<file path="config.mk">
export PLATFORM = sky130hd
export DESIGN_NAME = pm_iter
export DESIGN_NICKNAME = d
export VERILOG_FILES = /design/src/rtl/pm_iter.sv
export SDC_FILE = /design/constraint.sdc
export NUM_CORES = 1
export LEC_CHECK = 0
export CORE_ASPECT_RATIO = 0.9
export CORE_MARGIN = 1.5
export CORE_UTILIZATION = 44
export CTS_CLUSTER_DIAMETER = 120
export DETAILED_ROUTE_END_ITERATION = 6
export GPL_TIMING_DRIVEN = 1
export SYNTH_ARGS = -nofsm -noshare
export SYNTH_HDL_FRONTEND = slang
export SYNTH_SLANG_ARGS = --single-unit
</file>
<file path="constraint.sdc">
create_clock -name clk -period 3.31 [get_ports clk]
set_input_delay 0.662 -clock clk [delete_from_list [all_inputs] [get_ports clk]]
set_output_delay 0.662 -clock clk [all_outputs]
set_load 0.02 [all_outputs]
</file>
<file path="src/rtl/pm_iter.sv">
// Iterative radix-4 (2-bit digit) shift-add multiplier with valid/ready handshakes.
// Optional two's-complement operation is enabled by defining PM_ITER_SIGNED_EN.
module pm_iter #(
  parameter int WIDTH = 8
) (
  input  logic               clk,
  input  logic               rst,
  input  logic               in_valid,
  output logic               in_ready,
  input  logic [WIDTH-1:0]   a,
  input  logic [WIDTH-1:0]   b,
  output logic               out_valid,
  input  logic               out_ready,
  output logic [2*WIDTH-1:0] p
);

  localparam int DIGITS = WIDTH / 2;
  localparam int CW     = $clog2(DIGITS + 1);

  typedef enum logic [1:0] {IDLE, CALC, DONE} state_t;

  state_t             state, state_next;
  logic [2*WIDTH-1:0] a_sh;
  logic [WIDTH-1:0]   b_sh;
  logic [2*WIDTH-1:0] acc;
  logic [2*WIDTH-1:0] pp;
  logic [2*WIDTH-1:0] res;
  logic [CW-1:0]      cnt;
  logic               calc_done;
  logic [WIDTH-1:0]   a_mag;
  logic [WIDTH-1:0]   b_mag;

`ifdef PM_ITER_SIGNED_EN
  logic sign;

  // Magnitudes are taken as unsigned, so -2^(WIDTH-1) maps cleanly to 2^(WIDTH-1).
  assign a_mag = a[WIDTH-1] ? (~a + 1'b1) : a;
  assign b_mag = b[WIDTH-1] ? (~b + 1'b1) : b;
  assign res   = sign ? (~acc + 1'b1) : acc;
`else
  assign a_mag = a;
  assign b_mag = b;
  assign res   = acc;
`endif

  // The final CALC cycle only transfers the finished accumulator into p.
  assign calc_done = (cnt == CW'(DIGITS));
  assign pp = (b_sh[0] ? a_sh : '0) + (b_sh[1] ? (a_sh << 1) : '0);

  always_ff @(posedge clk or posedge rst) begin
    if (rst) begin
      state <= IDLE;
    end else begin
      state <= state_next;
    end
  end

  always_comb begin
    state_next = state;
    unique case (state)
      IDLE:    if (in_valid)  state_next = CALC;
      CALC:    if (calc_done) state_next = DONE;
      DONE:    if (out_ready) state_next = IDLE;
      default: state_next = IDLE;
    endcase
  end

  always_comb begin
    in_ready  = (state == IDLE);
    out_valid = (state == DONE);
  end

  always_ff @(posedge clk or posedge rst) begin
    if (rst) begin
      a_sh <= '0;
      b_sh <= '0;
      acc  <= '0;
      cnt  <= '0;
      p    <= '0;
`ifdef PM_ITER_SIGNED_EN
      sign <= 1'b0;
`endif
    end else begin
      unique case (state)
        IDLE: begin
          if (in_valid) begin
            a_sh <= {{WIDTH{1'b0}}, a_mag};
            b_sh <= b_mag;
            acc  <= '0;
            cnt  <= '0;
`ifdef PM_ITER_SIGNED_EN
            sign <= a[WIDTH-1] ^ b[WIDTH-1];
`endif
          end
        end
        CALC: begin
          if (calc_done) begin
            p <= res;
          end else begin
            acc  <= acc + pp;
            a_sh <= a_sh << 2;
            b_sh <= b_sh >> 2;
            cnt  <= cnt + CW'(1);
          end
        end
        default: ;
      endcase
    end
  end

endmodule

</file>
ff_map.png
Drawn at 4 px/µm. Other sequential cells in the stronger gray, the rest of the logic in the fainter gray.
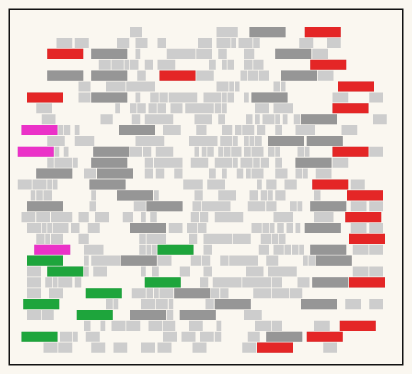
`p`: drawn in red, flops 16, where all over the die. `cnt`: drawn in magenta, flops 3. `b_sh`: drawn in green, flops 8, where lower left.
Another 34 sequential cells are not colored.

util_map.png
Drawn at 3 px/µm. The die is cut into 10 by 9 equal tiles; dark purple is low, yellow is high, 0 to 100% covered.
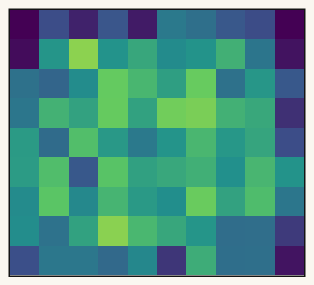
The densest ninth of the die: center. 8.9% of the tiles are over 75% full. 2.2% of the tiles are nearly empty. The fullest tile reaches 82%. The mean over all tiles is 47%.

gates.png
Drawn at 4 px/µm.
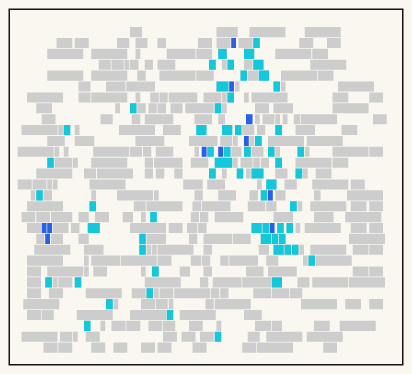
nor cells: drawn in blue, cells 11. aoi and oai cells: drawn in cyan, cells 60.

port_trees.png
Drawn at 4 px/µm.
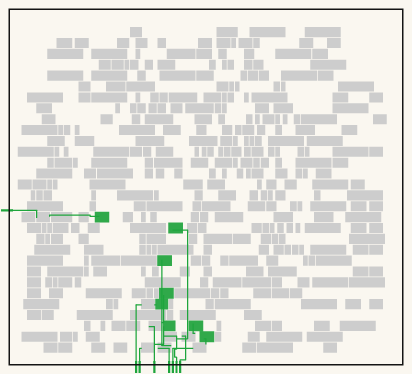
`a`: drawn in green, direction input, end cells 8, buffers 8, wire 163 µm.

clock_nets.png
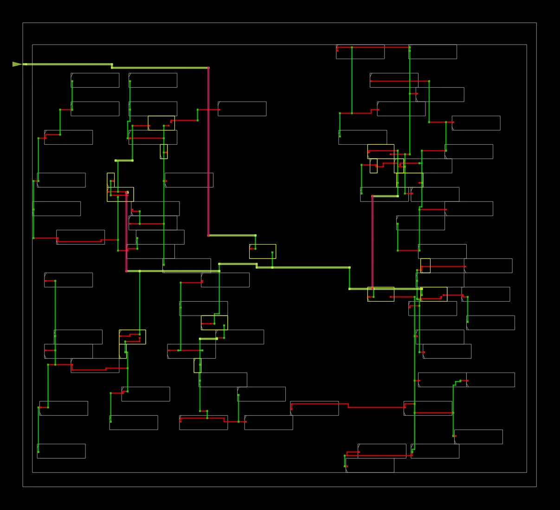
Power Clock: 541 µW
layout clock buffer count: 14
Flop Count: 61

==> results.txt <==
fresh numbers from the pnr run: Die Wd=98.0 µm, Final Max Tran Viols=0, FF+latch count, synth=61, ys flop type=dfrtp_1, max cap viols=0, Period minus WS final=3020 ps, CTS tree=done, worst r2r path cells=10, mi-comb count=247, asr flop ratio synth=1.00, Clock Sinks=61, gr ovfl total=0, initial drt markers=67, post-layout util=0.546, Comb/total area=0.463, synthesis warning total=0, Vias=2,494, Chip Area, Yosys=3570 µm², Area Overhead vs Synth=17.6%, Total Power=4180 µW, # rows=30, # fillers=709, Post-CTS Setup Bufs=0, layout cell share with drive strength beyond 1=0.112, top power group=combinational cells, Seq area share=0.363, Post-DP HPWL=5250 µm, VDD IR max=0.791 mV, register share of total power=0.319, io pins=38, number of cells in Yosys stat=332, drt wl/cell=15.0 µm, final instance area=4200 µm², Comb power frac=0.552, Place WS=278 ps, syn_area_per_cell=10.8 µm², largest net degree at the start of global routing=38, Final Skew=12.5 ps, floorplan utilization=0.464, Worst slew margin=0.575, routability cong.=0.841, crit path to=acc[15], Max-area cell share=0.427, Gate Area=1940 µm², RSZ-0062 raised after global routing=no, Placed Area=4050 µm², CP Launch Type=flop, Final ANT Viol Nets=0, FF/Latch Area=1530 µm², Top area cell types=dfrtp_1 (43%), fa_1 (8.4%), ha_1 (6.0%), and2_1 (5.3%), mux2_2 (5.0%), post-cts hold buffer count=0, number of nets at floorplan=384, OpenROAD warning count=27, first-pass GRT wire length=12,200 µm, internal power=2380 µW, min-delay worst type=flop to flop, Leak Pwr=0.00194 µW, nets=422, DRT Pass-1 Iters=4, Clock Path Buffers=2, final hold slack=479 ps, count of non-CTS buffers in the layout=43, sequential area share after synthesis=0.427, Buffers on Ports=37, NonClk Buf Share=0.102, initial antenna violation count=0, Critical Path RT=3520 ps, reg2reg setup slack=290 ps, Synth Instances=332, Worst-Margin Slew=635 ps, Crit Path Category=flop to flop, Setup TNS=0 ps, hold_sp=b_sh[4], htree depth=3, die area=8670 µm², most frequent cells after synthesis=dfrtp_1 (61), nand2_1 (37), o21ai_0 (35), status=finished, final reports clean, Latency at later pin=340 ps, Worst Setup Slack, final=290 ps, CP Launch Point=a_sh[1], root buffer cell=clkbuf_8, fmax=331 MHz, Yosys top cell by instances=dfrtp_1, core outline area=7690 µm², Final Routed Wirelength=7050 µm, Switching Fraction=0.430, EDFF count, synth=0, combinational power=2310 µW, clk tree area frac=0.0363, switching power total=1800 µW, Cell Area, Synth=3570 µm², ant diodes=0, via-per-instance ratio=5.30, # resized after CTS=0, Seq group=1330 µW, CTS clock-pin slew for the worst setup and hold paths=70 ps, cell taking the most area after synthesis=dfrtp_1, inverters=8, period utilisation layout=0.912, Fin. Hold Viols=0, CP Capture Type=flop, crit path DAT=3230 ps, Layout Cells excl Fill=471, most common logic cells in the final layout=dfrtp_1 (61), nand2_1 (37), clkdlybuf4s50_1 (37), Inst Count DP=455, Vert. Die Dim=88.5 µm, most frequent logic cell in the layout=dfrtp_1, R2R Path End=acc[15], CTS buffer count=9, Yosys cell types=41, clock power share=0.129, # setup viols final=0, vias in the first global route=2,532, Hold Path End=b_sh[4], hold path depth=2, worst r2r src=a_sh[1], TAP cells=96, top fanout value on the critical path=4, All-Layer GR Usage=0.181, Leading cell kind=multi-input combinational cells, DRC=0, P per Cell Area=995 nW/µm²
routing by layer:
| metal | GRT usage | wire length (µm) |
|---|---|---|
| met1 | 0.264 | 3690 |
| met2 | 0.268 | 3020 |
| met3 | 0.0458 | 268 |
| met4 | 0.0545 | 64 |
| met5 | 0 | 0 |
kinds of logic after synthesis:
kind of cell,synth area share
buf+inv,0.0291
simple gates,0.126
mux,0.0910
fa+ha+maj,0.144
xor+xnor,0.0294
flops,0.427
compound gates,0.154
worst max-delay path, stage by stage (launching register included):
cell,delay (ps)
dfrtp_1,410
and2_1,180
fa_1,460
ha_1,260
fa_1,430
a211oi_1,390
o21bai_1,160
nand4_1,140
a31o_2,220
mux2i_1,190
o21ai_1,70
sequential cells by signal, summed over array words and instances, names as in the netlist:
name / flops
a_sh: 16
acc: 16
b_sh: 8
cnt: 3
p: 16
state: 2
Power figures rest on the tool's default switching activity, not on a simulated workload.
